run_1/met2.png
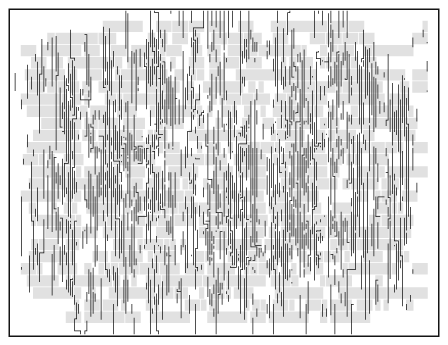
run_1/registers.png
Other sequential cells in the stronger grey, the rest of the logic in the fainter grey.
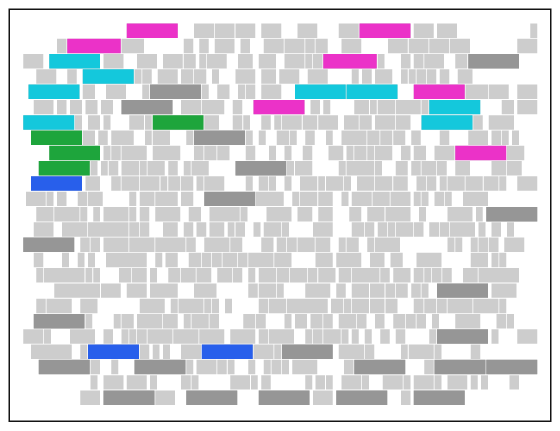
run_1/gate_families.png
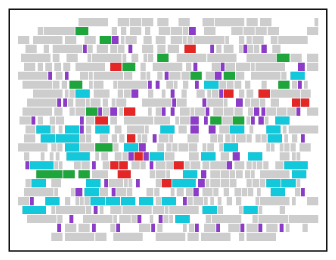
--- config.mk ---
export PLATFORM = sky130hd
export DESIGN_NAME = cpu_alu_seq
export DESIGN_NICKNAME = d
export VERILOG_FILES = /design/src/rtl/cpu_alu_seq.sv
export SDC_FILE = /design/constraint.sdc
export NUM_CORES = 1
export LEC_CHECK = 0
export CORE_ASPECT_RATIO = 0.75
export CORE_MARGIN = 2
export CORE_UTILIZATION = 62
export CTS_BUF_LIST = sky130_fd_sc_hd__clkbuf_2 sky130_fd_sc_hd__clkbuf_4 sky130_fd_sc_hd__clkbuf_8
export CTS_CLUSTER_SIZE = 24
export DETAILED_ROUTE_END_ITERATION = 8
export PLACE_DENSITY_LB_ADDON = 0.15
export SETUP_SLACK_MARGIN = 0.3
export SYNTH_ARGS = -nofsm -noshare
export SYNTH_HDL_FRONTEND = slang
export SYNTH_SLANG_ARGS = --single-unit
--- constraint.sdc ---
create_clock -name clk -period 7.35 [get_ports clk]
set_input_delay 1.8375 -clock clk [delete_from_list [all_inputs] [get_ports clk]]
set_output_delay 1.8375 -clock clk [all_outputs]
set_load 0.02 [all_outputs]
--- src/rtl/cpu_alu_seq.sv ---
// cpu_alu_seq: sequences one ALU operation per request, applies 6502 decimal
// correction over two extra cycles, and owns the processor status register P.
module cpu_alu_seq #(
  parameter logic [7:0] P_RESET = 8'h34
) (
  input  logic       clk,
  input  logic       rst_n,
  input  logic       start,
  input  logic [2:0] op,
  input  logic [7:0] A,
  input  logic [7:0] B,
  input  logic       set_c,
  input  logic       clr_c,
  input  logic       set_d,
  input  logic       clr_d,
  input  logic       set_i,
  input  logic       clr_i,
  input  logic       clr_v,
  input  logic       load_p,
  input  logic [7:0] p_in,
  output logic       busy,
  output logic       done,
  output logic [7:0] result,
  output logic [7:0] P
);

  localparam logic [2:0] OP_ADD  = 3'd0;
  localparam logic [2:0] OP_SUB  = 3'd1;
  localparam logic [2:0] OP_OR   = 3'd2;
  localparam logic [2:0] OP_AND  = 3'd3;
  localparam logic [2:0] OP_EOR  = 3'd4;
  localparam logic [2:0] OP_PASS = 3'd5;
  localparam logic [2:0] OP_INC  = 3'd6;

  localparam int P_N = 7;
  localparam int P_V = 6;
  localparam int P_D = 3;
  localparam int P_I = 2;
  localparam int P_Z = 1;
  localparam int P_C = 0;

  typedef enum logic [1:0] {IDLE, BIN, DEC_LO, DEC_HI} state_t;

  state_t     state, next_state;
  logic [7:0] a_q, b_q, p_q;
  logic [2:0] op_q;
  logic       c_q, d_q;
  logic [3:0] lo_q;
  logic       lo_cy_q;

  logic       is_arith, decimal;
  logic [8:0] sum9, diff9;
  logic [7:0] bin_res;
  logic       bin_c, bin_v;
  logic [5:0] lo_add, lo_add_adj, hi_add, hi_add_adj;
  logic [4:0] lo_diff;
  logic [3:0] lo_dec, hi_dec;
  logic       lo_dec_cy, dec_c;

  assign is_arith = (op_q == OP_ADD) || (op_q == OP_SUB);
  assign decimal  = is_arith && d_q;
  assign busy     = (state != IDLE);
  assign P        = p_q;

  always_ff @(posedge clk or negedge rst_n) begin
    if (!rst_n) state <= IDLE;
    else        state <= next_state;
  end

  always_comb begin
    next_state = state;
    case (state)
      IDLE:    if (start) next_state = BIN;
      BIN:     next_state = decimal ? DEC_LO : IDLE;
      DEC_LO:  next_state = DEC_HI;
      DEC_HI:  next_state = IDLE;
      default: next_state = IDLE;
    endcase
  end

  // Binary result from the latched operands; stays valid through the decimal states.
  always_comb begin
    sum9    = {1'b0, b_q} + {1'b0, a_q} + {8'd0, c_q};
    diff9   = {1'b0, b_q} - {1'b0, a_q} - {8'd0, ~c_q};
    bin_res = b_q;
    bin_c   = c_q;
    bin_v   = 1'b0;
    case (op_q)
      OP_ADD: begin
        bin_res = sum9[7:0];
        bin_c   = sum9[8];
        bin_v   = (a_q[7] == b_q[7]) && (sum9[7] != b_q[7]);
      end
      OP_SUB: begin
        bin_res = diff9[7:0];
        bin_c   = ~diff9[8];
        bin_v   = (a_q[7] != b_q[7]) && (diff9[7] != b_q[7]);
      end
      OP_OR:   bin_res = b_q | a_q;
      OP_AND:  bin_res = b_q & a_q;
      OP_EOR:  bin_res = b_q ^ a_q;
      OP_PASS: bin_res = b_q;
      OP_INC:  bin_res = b_q + 8'd1;
      default: bin_res = b_q;
    endcase
  end

  // Nibble corrections; the high nibble of ADD uses the registered low-nibble carry.
  always_comb begin
    lo_add     = {2'b00, a_q[3:0]} + {2'b00, b_q[3:0]} + {5'd0, c_q};
    lo_add_adj = (lo_add > 6'd9) ? lo_add + 6'd6 : lo_add;
    hi_add     = {2'b00, a_q[7:4]} + {2'b00, b_q[7:4]} + {5'd0, lo_cy_q};
    hi_add_adj = (hi_add > 6'd9) ? hi_add + 6'd6 : hi_add;
    lo_diff    = {1'b0, b_q[3:0]} - {1'b0, a_q[3:0]} - {4'd0, ~c_q};
    lo_dec     = lo_add_adj[3:0];
    lo_dec_cy  = |lo_add_adj[5:4];
    hi_dec     = hi_add_adj[3:0];
    dec_c      = |hi_add_adj[5:4];
    if (op_q == OP_SUB) begin
      lo_dec    = lo_diff[4] ? bin_res[3:0] - 4'd6 : bin_res[3:0];
      lo_dec_cy = 1'b0;
      hi_dec    = bin_c ? bin_res[7:4] : bin_res[7:4] - 4'd6;
      dec_c     = bin_c;
    end
  end

  always_ff @(posedge clk or negedge rst_n) begin
    if (!rst_n) begin
      a_q     <= '0;
      b_q     <= '0;
      op_q    <= OP_ADD;
      c_q     <= 1'b0;
      d_q     <= 1'b0;
      lo_q    <= '0;
      lo_cy_q <= 1'b0;
      result  <= '0;
      done    <= 1'b0;
      p_q     <= P_RESET;
    end else begin
      done <= 1'b0;
      case (state)
        IDLE: begin
          if (start) begin
            a_q  <= A;
            b_q  <= B;
            op_q <= op;
            c_q  <= p_q[P_C];
            d_q  <= p_q[P_D];
          end else if (load_p) begin
            p_q <= p_in | 8'h20;
          end else begin
            if (set_c && !clr_c)      p_q[P_C] <= 1'b1;
            else if (clr_c && !set_c) p_q[P_C] <= 1'b0;
            if (set_d && !clr_d)      p_q[P_D] <= 1'b1;
            else if (clr_d && !set_d) p_q[P_D] <= 1'b0;
            if (set_i && !clr_i)      p_q[P_I] <= 1'b1;
            else if (clr_i && !set_i) p_q[P_I] <= 1'b0;
            if (clr_v)                p_q[P_V] <= 1'b0;
          end
        end
        BIN: begin
          if (!decimal) begin
            result   <= bin_res;
            p_q[P_N] <= bin_res[7];
            p_q[P_Z] <= (bin_res == 8'd0);
            if (is_arith) begin
              p_q[P_V] <= bin_v;
              p_q[P_C] <= bin_c;
            end
            done <= 1'b1;
          end
        end
        DEC_LO: begin
          lo_q    <= lo_dec;
          lo_cy_q <= lo_dec_cy;
        end
        DEC_HI: begin
          // N, Z and V follow the binary result; only C and result are decimal.
          result   <= {hi_dec, lo_q};
          p_q[P_N] <= bin_res[7];
          p_q[P_Z] <= (bin_res == 8'd0);
          p_q[P_V] <= bin_v;
          p_q[P_C] <= dec_c;
          done     <= 1'b1;
        end
        default: ;
      endcase
    end
  end

endmodule
==> results_slide.txt, run 1 <==
Physical Implementation Snapshot

Min path
  • Worst hold path type: reg -> reg

Clocking
  • Clk latency late pin: 320 ps
  • Max Buffers Root-to-Sink: 2
  • Clock root buffer: clkbuf_8
  • Sink Count: roughly 44

Layout
  • Final Util: between 70 and 80%
  • Share of cells above drive strength 1: roughly 5.5%
  • Logic area: 2610 um2
  • Final net count: 606
  • Register area: 1100 um2

Route
  • WL met2: around 4600 um
  • Highest routed layer: met4
  • Vias: ~3,800
  • Drt via density: roughly 6.3

Global routing
  • Grt ovf: 0
  • Vias in the first global route: 3,577

Die
  • Ports: approximately 56
  • Full die area: approximately 7000 um2
  • CORE AREA: between 6000 and 7000 um2
  • Fp util: a little over three fifths

Final timing
  • WHS: 502 ps
  • Final hold violations: 0
  • Fmax: between 0.2 and 0.3 GHz
  • Clock Skew: 10.9 ps
  • Worst rel slew slack: roughly 27%
  • Crit share post-route: between 50% and 60%

Synth
  • Yosys Chip Area: approximately 3900 um2
  • Count of library flops with an enable pin: 0
  • Syn_nets: between 500 and 600
  • Mean post-synth cell area: 8.12 um2
  • Post-Syn Area: a little under 4000 um2
  • Cells in synth_stat.txt: 485

Place
  • Post-DP Area: ~4500 um2
  • Gpl congestion: 0.931
  • Place WS: between 3000 and 4000 ps

Flow run
  • Maxcap violations: 0

Status
  • Status: finished, final reports clean

Worst setup path
  • Critical Path Start Type: flip-flop
  • Reg2reg path depth: 15
  • Critical path peak fanout: 7
Back to the opening pictures, met2.png:
nets with wire on the layer: 499
main direction: vertical

Back to the opening pictures, registers.png:
legend:
  cyan:
    name_in_the_netlist: result
    placed_flops: 8
  magenta:
    name_in_the_netlist: P
    placed_flops: 7
  green:
    name_in_the_netlist: lo_q
    placed_flops: 4
  blue:
    name_in_the_netlist: op_q
    placed_flops: 3

Back to the opening pictures, gate_families.png:
legend:
  red:
    family: AND-OR and OR-AND gates
    cells: 15
  purple:
    family: NAND gates
    cells: 76
    most_used: nand2_1
    where: widely spread
  cyan:
    family: adder and majority cells
    cells: 41
    most_used: ha_1
  green:
    family: multiplexers
    cells: 16
    most_used: mux2i_1
Comb/total area: 56.9%
dominant logic cell type in the layout: nand2_1

-- run 1: cell type report --
class                           instances  share of cell area, %
Clock buffer                            5                   1.50
Clock inverter                          3                  0.518
Inverter                               37                   3.03
Multi-Input combinational cell        384                   56.9
Sequential cell                        44                   24.1
Tap cell                               81                   2.21
Timing Repair Buffer                   55                   11.8
-- run 1: final timing paths --
kind                                       start               endpoint  slack [ps]
setup / recovery              b_q[0]$_DFFE_PN0P_  result[7]$_DFFE_PN0P_        3480
hold / removal             result[3]$_DFFE_PN0P_  result[3]$_DFFE_PN0P_         500
setup reg to reg              b_q[0]$_DFFE_PN0P_  result[7]$_DFFE_PN0P_        3480
hold reg to reg            result[3]$_DFFE_PN0P_  result[3]$_DFFE_PN0P_         500
max in group asynchronous                  rst_n    op_q[2]$_DFFE_PN0P_        5050
min in group asynchronous                  rst_n     b_q[2]$_DFFE_PN0P_        1670
-- run 1: layer usage --
metal | vias up | global-route usage, %
li1 | 1819 | -
met1 | 1789 | 46.9
met2 | 185 | 49.9
met3 | 31 | 4.13
met4 | 0 | 10.3
met5 | - | 0
-- run 1: critical path: stages (launching register included) --
cell and delay, ps:
dfrtp_1 510, inv_1 170, fa_1 600, inv_1 60, ha_1 170, o21ai_0 410, a311oi_2 260, mux2i_1 290
a211oi_1 90, a21oi_1 400, ha_1 250, nand2_1 50, a21oi_1 140, a21oi_1 100, nor3_1 190, a211oi_1 70
-- run 1: cell usage after synthesis (8+ instances only) --
cell type	instances	area share (%)
a21oi_1	33	4.2
clkbuf_1	10	0.95
dfrtp_1	42	27
ha_1	35	11
inv_1	33	3.1
mux2i_1	10	2.5
nand2_1	54	5.1
nand3_1	8	1.0
nor2_1	40	3.8
nor3_1	14	1.8
o21ai_0	47	6.0
o22ai_1	9	1.4
xnor2_1	13	2.9
-- run 1: cell families (layout without fill, tap and decap cells) --
kind of cell | after synthesis | in the layout | synth area share [%]
AND/OR/NAND/NOR | 163 | 163 | 19.8
flip-flops | 44 | 44 | 28.0
multiplexers | 16 | 16 | 4.64
AND-OR/OR-AND | 144 | 144 | 23.2
buffers and inverters | 57 | 100 | 5.81
adder cells (fa/ha/maj) | 41 | 41 | 14.2
other | 1 | 1 | 0.0952
XOR/XNOR | 19 | 19 | 4.22
-- run 1: placed cells by master (no fill, tap or decap), types with 4 or more instances in the layout --
master           Yosys  layout
nor3_1              14      14
inv_1               33      33
o21ai_0             47      47
nand3_1              8       8
xor2_1               6       6
fa_1                 6       6
a31oi_1              5       5
xnor2_1             13      13
or3_1                4       4
a21oi_1             33      33
nand2b_1             7       7
dfrtp_1             42      42
o221ai_1             5       5
o31ai_1              7       7
o22ai_1              9       9
nand2_1             54      54
and2_1               5       5
clkbuf_8             0       5
nor3b_1              4       4
mux2i_1             10      10
a211oi_1             4       4
ha_1                35      35
nand4_1              5       5
mux2_2               4       4
nor2_1              40      39
clkdlybuf4s50_1      0      52
-- run 1: state kept, by name, indices dropped and copies added (netlist names), named ones only --
| signal | count |
|---|---|
| d_q | 1 |
| op_q | 3 |
| state | 1 |
| P | 7 |
| done | 1 |
| lo_q | 4 |
| b_q | 8 |
| lo_cy_q | 1 |
| c_q | 1 |
| a_q | 8 |
| result | 8 |
==> run 2, diff against run 1 <==
--- a/config.mk
+++ b/config.mk
@@ -7,7 +7,7 @@
 export LEC_CHECK = 0
 export CORE_ASPECT_RATIO = 0.75
 export CORE_MARGIN = 2
-export CORE_UTILIZATION = 62
+export CORE_UTILIZATION = 52
 export CTS_BUF_LIST = sky130_fd_sc_hd__clkbuf_2 sky130_fd_sc_hd__clkbuf_4 sky130_fd_sc_hd__clkbuf_8
 export CTS_CLUSTER_SIZE = 24
 export DETAILED_ROUTE_END_ITERATION = 8
==> constraint.sdc (replaced) <==
create_clock -name clk -period 3.2 [get_ports clk]
set_input_delay 0.8 -clock clk [delete_from_list [all_inputs] [get_ports clk]]
set_output_delay 0.8 -clock clk [all_outputs]
set_load 0.02 [all_outputs]
run_2/final_congestion.png
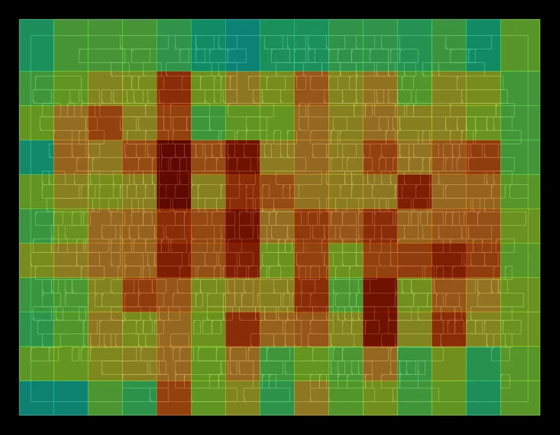
grt met3 use: 5.31%
GRT Util Overall: 28.6%
Final Util: 69.5%
GR peak layer: met2
routing usage on met2: 44.7%

==> results_slide.txt, run 2 <==
Physical Implementation Snapshot

Place
  • Post-DP Area: 4750 um2 (+5.7%)
  • Gpl congestion: 0.922 (-0.90%)

Layout
  • Dominant logic cell type in the layout: nand2_1
  • P&R area growth vs syn: 29.4%
  • Share of cells above drive strength 1: 17.5% (+12 points)
  • Commonest non-fill, non-tap cells in the layout: 54 x nand2_1, 52 x clkdlybuf4s50_1, 44 x buf_4
  • Top Registers: a_q (8), b_q (8), result (8)

Final timing
  • Clock Skew: 10.2 ps (-0.695 ps)
  • Final hold violations: 0 (unchanged)
  • Crit share post-route: 98.3% (+46 points)
  • Fmax: 0.318 GHz (+23%)
  • WHS: 501 ps (-1.19 ps)

Synth
  • Syn_nets: 564 (unchanged)
  • Top cells by count: 54 x nand2_1, 47 x o21ai_0, 42 x dfrtp_1
  • Yosys Chip Area: 3940 um2 (unchanged)
  • Count of library flops with an enable pin: 0 (unchanged)
  • Cells in synth_stat.txt: 485 (unchanged)
  • Synth area leader: dfrtp_1
  • Post-Syn Area: 3940 um2 (unchanged)
  • Mean post-synth cell area: 8.12 um2 (unchanged)

Worst setup path
  • Critical Path Start Type: flip-flop
  • Critical path buffers and inverters: 1 (-1)
  • Crit. path cell count: 10 (-5)
  • Critical path peak fanout: 4 (-3)
  • Slowest CP cell: or4_4
  • Reg2reg path depth: 10 (-5)
  • CP top delay family: simple AND/OR/NAND/NOR gates
  • Slowest Stage Delay on Critical Path: 450 ps (-150 ps)
  • Crit-path cells: inv_2, fa_2, fa_2, mux2_4, o21ai_2, a21o_1, a31oi_4, or4_4, or4_4, o31ai_4

Clocking
  • Sink Count: 44 (unchanged)
  • Clock root buffer: clkbuf_8
  • Clk latency late pin: 330 ps (about the same)
  • Max Buffers Root-to-Sink: 2 (unchanged)

Die
  • Ports: 56 (unchanged)
  • Fp util: 53.7% (-9.6 points)

Route
  • Vias: 3,954 (+3.4%)
  • Drt via density: 5.89 (-6.2%)

Flow run
  • Maxcap violations: 0 (unchanged)

Status
  • Status: finished, final reports clean

Global routing
  • Vias in the first global route: 3,723 (+4.1%)
  • Grt ovf: 0 (unchanged)
run_2/gate_families.png
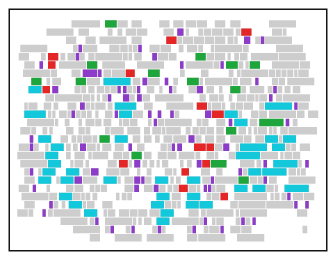
legend:
  green:
    family: multiplexers
    cells: 16
    most_used: mux2i_1
  red:
    family: AND-OR and OR-AND gates
    cells: 15
  purple:
    family: NAND gates
    cells: 76
    most_used: nand2_1
    where: widely spread
  cyan:
    family: adder and majority cells
    cells: 41
    most_used: ha_1
Layout Cells excl Fill: 671
Comb/total area: 54.1%

## run 2: netlist changes by cell type in the layout (fill, tap and decap cells not counted), sizes merged
| cell | before | now |
|---|---|---|
| bufinv | 0 | 1 |
| buf | 3 | 45 |
| clkinvlp | 2 | 1 |
## run 2: cells by family (layout without fill, tap and decap cells)
kind of cell / Yosys count / count (layout) / share of synthesized area [%]
fa+ha+maj: 41 / 41 / 14.2
mux: 16 / 16 / 4.64
compound gates: 144 / 144 / 23.2
xor+xnor: 19 / 19 / 4.22
flops: 44 / 44 / 28.0
simple gates: 163 / 163 / 19.8
buf+inv: 57 / 142 / 5.81
other cells: 1 / 1 / 0.0952
## run 2: path summary, 6_finish.rpt
kind                                          to  slack [ps]                   from
setup / recovery                P[1]$_DFFE_PN0P_          60     b_q[0]$_DFFE_PN0P_
min in group asynchronous    op_q[2]$_DFFE_PN0P_         650                  rst_n
setup reg to reg                P[1]$_DFFE_PN0P_          60     b_q[0]$_DFFE_PN0P_
hold reg to reg            result[3]$_DFFE_PN0P_         500  result[3]$_DFFE_PN0P_
hold / removal             result[3]$_DFFE_PN0P_         500  result[3]$_DFFE_PN0P_
max in group asynchronous     a_q[0]$_DFFE_PN0P_        1870                  rst_n
## run 2: worst register-to-register path, cell delays in order (launching register included)
cell     delay [ps]
dfrtp_1         380
inv_2            70
fa_2            410
fa_2            360
mux2_4          290
o21ai_2         160
a21o_1          170
a31oi_4         110
or4_4           450
or4_4           450
o31ai_4         220
## run 2: repair_timing
item,in CTS,in global routing
endpoints found under the setup margin,8,9
gates resized,18,19
pin swaps,17,10
cloned,0,0
endpoints found under the hold margin,0,0
buffers inserted,6,6
## run 2: area by class of cell
cell class,instances,area [um2],share of cell area [%]
Timing Repair Buffer,97,856,16.8
Multi-Input combinational cell,384,2760,54.1
Inverter,37,139,2.72
Clock buffer,5,68.8,1.35
Tap cell,101,126,2.48
Clock inverter,3,42.5,0.835
Sequential cell,44,1100,21.7
## run 2: metal layers
layer  vias to the layer above  share of wire, %  routed length (um)  GRT usage (%)
met1                      1884                46                5240           40.2
li1                       1896                 -                   -              -
met4                         0               2.5                 289           9.59
met2                       144                45                5140           44.7
met3                        30               6.4                 731           5.31
met5                         -                 0                   0              0
## run 2: per-stage QoR
step	TNS (ps)	setup WS (ps)	instances	util (%)
final	0	55.3	671	69.5
after global placement	0	27.3	651	64.8
after detailed placement	-27.1	-27.1	651	64.8
after CTS	0	91.7	665	68.2
after floorplan	0	227	485	-
after global routing	-61.5	-34.6	671	69.5
